`config.mk`:
```
export PLATFORM = sky130hd
export DESIGN_NAME = fir_coeff_loader
export DESIGN_NICKNAME = d
export VERILOG_FILES = /design/src/rtl/fir_coeff_loader.sv
export SDC_FILE = /design/constraint.sdc
export NUM_CORES = 1
export LEC_CHECK = 0
export ABC_AREA = 1
export CAP_MARGIN = 20
export CELL_PAD_IN_SITES_DETAIL_PLACEMENT = 1
export CELL_PAD_IN_SITES_GLOBAL_PLACEMENT = 2
export CORE_UTILIZATION = 30
export CTS_CLUSTER_DIAMETER = 40
export DETAILED_ROUTE_END_ITERATION = 10
export PLACE_DENSITY_LB_ADDON = 0.1
export SYNTH_ARGS = -nofsm -noshare
export SYNTH_HDL_FRONTEND = slang
export SYNTH_SLANG_ARGS = --single-unit
```
`constraint.sdc`:
```
create_clock -name clk -period 1.47 [get_ports clk]
set_input_delay 0.147 -clock clk [delete_from_list [all_inputs] [get_ports clk]]
set_output_delay 0.147 -clock clk [all_outputs]
set_load 0.02 [all_outputs]
```
`src/rtl/fir_coeff_loader.sv`:
```
// Assembles a byte stream into C-bit FIR coefficient words and writes them to addresses 0..NC-1.
// Optional trailing checksum byte check is enabled with the COEFF_CHECKSUM_EN macro.
module fir_coeff_loader #(
  parameter int ORD = 256,
  parameter int C   = 16,
  parameter int B   = 8,
  localparam int NC  = (ORD + 1) / 2,
  localparam int AW  = $clog2(NC),
  localparam int BPW = C / B,
  localparam int BCW = (BPW > 1) ? $clog2(BPW) : 1
) (
  input  logic          clk,
  input  logic          nrst,
  input  logic          start,
  input  logic          abort,
  input  logic [B-1:0]  s_data,
  input  logic          s_valid,
  output logic          s_ready,
  output logic          c_WE,
  output logic [C-1:0]  c_in,
  output logic [AW-1:0] c_addr,
  output logic          busy,
  output logic          done,
  output logic          err
);

`ifdef COEFF_CHECKSUM_EN
  typedef enum logic [1:0] {IDLE, LOAD, CHK, FIN} state_t;
  logic [7:0] chk_sum, chk_sum_n;
`else
  typedef enum logic [1:0] {IDLE, LOAD, FIN} state_t;
`endif

  state_t          state, state_n;
  logic [C-1:0]    word_q, word_n;
  logic [BCW-1:0]  byte_cnt, byte_cnt_n;
  logic [AW-1:0]   addr, addr_n;
  logic [AW-1:0]   c_addr_n;
  logic [C-1:0]    c_in_n;
  logic            we_n, busy_n, done_n, err_n;
  logic            accept;

`ifdef COEFF_CHECKSUM_EN
  assign s_ready = (state == LOAD) || (state == CHK);
`else
  assign s_ready = (state == LOAD);
`endif
  assign accept = s_valid && s_ready;

  always_ff @(posedge clk or negedge nrst) begin
    if (!nrst) begin
      state    <= IDLE;
      word_q   <= '0;
      byte_cnt <= '0;
      addr     <= '0;
      c_WE     <= 1'b0;
      c_in     <= '0;
      c_addr   <= '0;
      busy     <= 1'b0;
      done     <= 1'b0;
      err      <= 1'b0;
`ifdef COEFF_CHECKSUM_EN
      chk_sum  <= '0;
`endif
    end else begin
      state    <= state_n;
      word_q   <= word_n;
      byte_cnt <= byte_cnt_n;
      addr     <= addr_n;
      c_WE     <= we_n;
      c_in     <= c_in_n;
      c_addr   <= c_addr_n;
      busy     <= busy_n;
      done     <= done_n;
      err      <= err_n;
`ifdef COEFF_CHECKSUM_EN
      chk_sum  <= chk_sum_n;
`endif
    end
  end

  always_comb begin
    state_n    = state;
    word_n     = word_q;
    byte_cnt_n = byte_cnt;
    addr_n     = addr;
    we_n       = 1'b0;
    c_in_n     = c_in;
    c_addr_n   = c_addr;
    busy_n     = busy;
    done_n     = done;
    err_n      = err;
`ifdef COEFF_CHECKSUM_EN
    chk_sum_n  = chk_sum;
`endif
    case (state)
      IDLE, FIN: begin
        if (start) begin
          state_n    = LOAD;
          addr_n     = '0;
          byte_cnt_n = '0;
          done_n     = 1'b0;
          err_n      = 1'b0;
          busy_n     = 1'b1;
`ifdef COEFF_CHECKSUM_EN
          chk_sum_n  = '0;
`endif
        end
      end
      LOAD: begin
        // Abort outranks a byte arriving in the same cycle, so a pending write is dropped.
        if (abort) begin
          state_n = FIN;
          busy_n  = 1'b0;
          err_n   = 1'b1;
          done_n  = 1'b0;
        end else if (accept) begin
          word_n = C'(word_q << B) | C'(s_data);
`ifdef COEFF_CHECKSUM_EN
          chk_sum_n = chk_sum + 8'(s_data);
`endif
          if (byte_cnt == BCW'(BPW - 1)) begin
            byte_cnt_n = '0;
            we_n       = 1'b1;
            c_in_n     = word_n;
            c_addr_n   = addr;
            addr_n     = addr + AW'(1);
            if (addr == AW'(NC - 1)) begin
`ifdef COEFF_CHECKSUM_EN
              state_n = CHK;
`else
              state_n = FIN;
              busy_n  = 1'b0;
              done_n  = 1'b1;
`endif
            end
          end else begin
            byte_cnt_n = byte_cnt + BCW'(1);
          end
        end
      end
`ifdef COEFF_CHECKSUM_EN
      CHK: begin
        if (abort) begin
          state_n = FIN;
          busy_n  = 1'b0;
          err_n   = 1'b1;
          done_n  = 1'b0;
        end else if (accept) begin
          state_n = FIN;
          busy_n  = 1'b0;
          done_n  = 1'b1;
          err_n   = ((chk_sum + 8'(s_data)) != 8'd0);
        end
      end
`endif
      default: state_n = IDLE;
    endcase
  end

endmodule

```
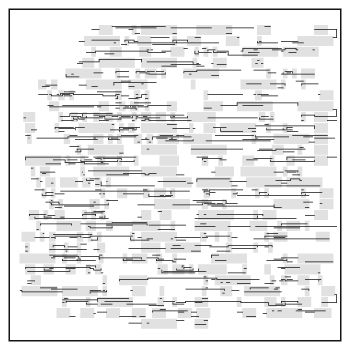
Figure 1: met1 routing.
(4 px per um)
longest straight run = 32.2 um
nets with wire on the layer = 252
main direction = horizontal
wire length on this layer = 2,090 um
share of all routed wire = 46%
Routed WL: 4540 um
DR vias: 1,610
met1 GRT Util: 18.1%

==> results.txt <==
run results: Least-Margin Pin Slew 521 ps, Initial Util 31.9%, Routed met1 length 2090 um, Worst Setup Path Type register to output pin, largest net degree at the start of global routing 26, Top Ports 41, Logic pwr share 43.1%, Die W 82.5 um, Synth Instances 211, Cell Type Count 21, Final Wtd Congestion 0.697, Mapped Nets 225, number of post-CTS setup repair buffers 0, WL met3 173 um, mean post-synth cell area 9.22 um^2, Pint 2.89 mW, Yosys warning total 0, Total GRT Usage 15.0%, post-synthesis chip area from yosys 1950 um^2, Final Hold Vio Count 0, switching power 1.65 mW, Layout Nets 291, Num CTS Buffers 5, Critical Path AT 1270 ps, Slew HR 65.3%, Die Ht 82.5 um, Port Buffers 40, TritonRoute pass-1 iters 3, worst vdd ir 705 uV, yosys cell count 211, H-tree depth 2, Final setup viols 0, Setup Skew 9.23 ps, Worst-path clk slew 90 ps, sequential share of power 40.3%, Chip Area 6810 um^2, number of global-route vias before repair 1,660, clk root buf clkbuf_8, CTS tree done, slowest cell on the critical path clkdlybuf4s50_1, P&R area growth vs syn 40.4%, outcome finished clean, GRT overflow 0, Setup crit end kind output pin, met2 WL 2220 um, DRT iter0 DRCs 37, power density cells 1660 nW/um^2, CP delay by family, top buffers and inverters, DP Wirelength 3390 um, number of cell rows 28, TritonCTS Sinks 45, Clk network pwr share 16.6%, Min-Delay Path Class input pin to asynchronous set/reset pin, RSZ-0062 raised after global routing no, Worst Path Max Fanout 2, fmax 0.704 GHz, top cells, area dfrtp_1 58%, nand2_1 14%, o21ai_2 5.9%, hold_ws 349 ps, first-pass GRT wire length 7600 um, Post-synth regs 45, Placed Instance Area 2620 um^2, final core utilization 44.8%, Core ar. 6100 um^2, worst skew pair latency 300 ps, LEAKAGE 1.37 nW, CP peak stage delay 610 ps, fraction of layout cells with a size suffix above 1 18.3%, top cell type's share of synthesized area 57.9%, Yosys top cell by area dfrtp_1, DRC 0, antenna-violating nets left 0, CP Cell Sequence clkdlybuf4s50_1, worst slack, placed -44.4 ps, sw frac 36.4%, Syn Std Cell Area 1950 um^2, DR top layer met4, slack of the critical path 49.7 ps, post-layout period usage 96.6%, clk buf depth 2, antenna cells 0, Final Instance Area 2730 um^2, Max Slew Vio Count 0, warning total across the stage logs 26
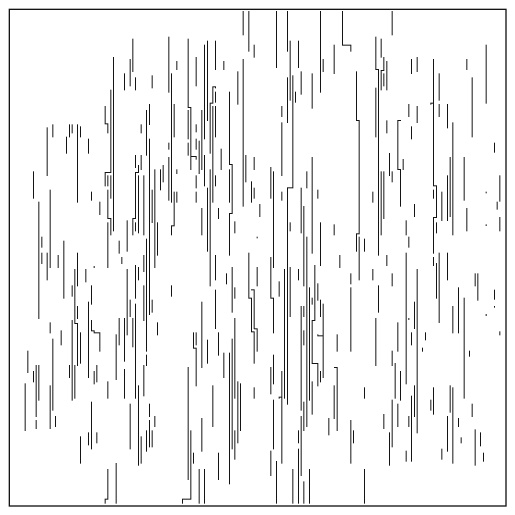
Figure 2: signal wires on met2.
(6 px per um)
longest straight run = 36.0 um
share of all routed wire = 49%
nets with wire on the layer = 257

-- cell usage in the layout, fill, tap and decap left out, types with 3 or more instances in the layout --
| cell type | n |
|---|---|
| a21oi_1 | 3 |
| o21ai_2 | 13 |
| buf_12 | 5 |
| inv_1 | 25 |
| nand4_1 | 3 |
| dlymetal6s2s_1 | 3 |
| nor2_1 | 9 |
| nand2_1 | 72 |
| o21ai_1 | 3 |
| clkdlybuf4s50_1 | 35 |
| buf_4 | 17 |
| clkbuf_8 | 5 |
| nand3_1 | 8 |
| dfrtp_1 | 45 |
| o21ai_0 | 15 |
-- per-stage QoR --
stage	total power, mW	std cells
after floorplan	2.86	211
after global routing	4.88	353
final	4.54	353
after CTS	4.63	353
after global placement	3.83	344
after detailed placement	3.86	344
-- area by class of cell --
type / count / area, um^2
sequential: 45 / 1130
fill: 733 / 3360
multi-input combinational: 136 / 686
clock buffer: 7 / 76.3
timing repair buffer: 63 / 639
tap: 75 / 93.8
inverter: 26 / 103
clock inverter: 1 / 7.51
-- registers in the layout, indices dropped and copies added (netlist names) --
register,flops
byte_cnt,1
err,1
word_q,8
state,2
busy,1
addr,7
done,1
c_WE,1
c_addr,7
c_in,16
-- path summary, 6_finish.rpt --
check,startpoint,end,slack (ps),cells past startpoint
min in group clk,s_data[4],c_in[4],420,3
worst max register to register,addr[0],busy,160,8
worst min-delay path,nrst,c_in[9],350,2
max in group asynchronous,nrst,c_addr[6],600,3
worst max-delay path,c_in[11],c_in[11],50,1
worst min register to register,c_addr[2],c_addr[2],480,2
-- synthesized netlist by cell type --
cell / n
nor2_4: 1
buf_2: 1
nand2_2: 1
nand4_1: 3
nor2_8: 1
nand2_1: 73
o21ai_1: 3
o21a_1: 1
or2_2: 1
inv_1: 25
inv_6: 1
o21bai_1: 1
nand3_4: 1
nand3_1: 8
a21oi_1: 3
ha_1: 1
dfrtp_1: 45
buf_6: 3
o21ai_2: 13
o21ai_0: 15
nor2_1: 10
-- cells by family after synthesis --
family / count (synthesis) / synth area share [%]
buffers and inverters: 30 / 7.27
DFF: 45 / 57.9
AOI/OAI and AO/OA: 36 / 12.0
adders and majority gates: 1 / 0.643
and+or+nand+nor: 99 / 22.2
-- power groups by stage --
stage | Clock [mW] | Sequential [mW] | Combinational (mW)
after floorplan | 0 | 2.20 | 0.668
after global placement | 0 | 1.86 | 1.98
after detailed placement | 0 | 1.87 | 2.00
after CTS | 0.787 | 1.84 | 2.00
after global routing | 0.822 | 1.89 | 2.17
final | 0.753 | 1.83 | 1.96
-- layer usage --
layer	global-route usage [%]	vias up
met5	0	-
met3	3.19	5
met1	18.1	783
met4	6.21	0
met2	25.6	27
li1	-	795
-- what timing repair did --
action | 4_1_cts | 5_1_grt
endpoints found under the hold margin | 20 | 0
hold buffers | 1 | 0
pin swaps | 0 | 1
gates resized | 1 | 6
setup endpoints to repair | 1 | 7
Power and IR drop assume default switching activity.
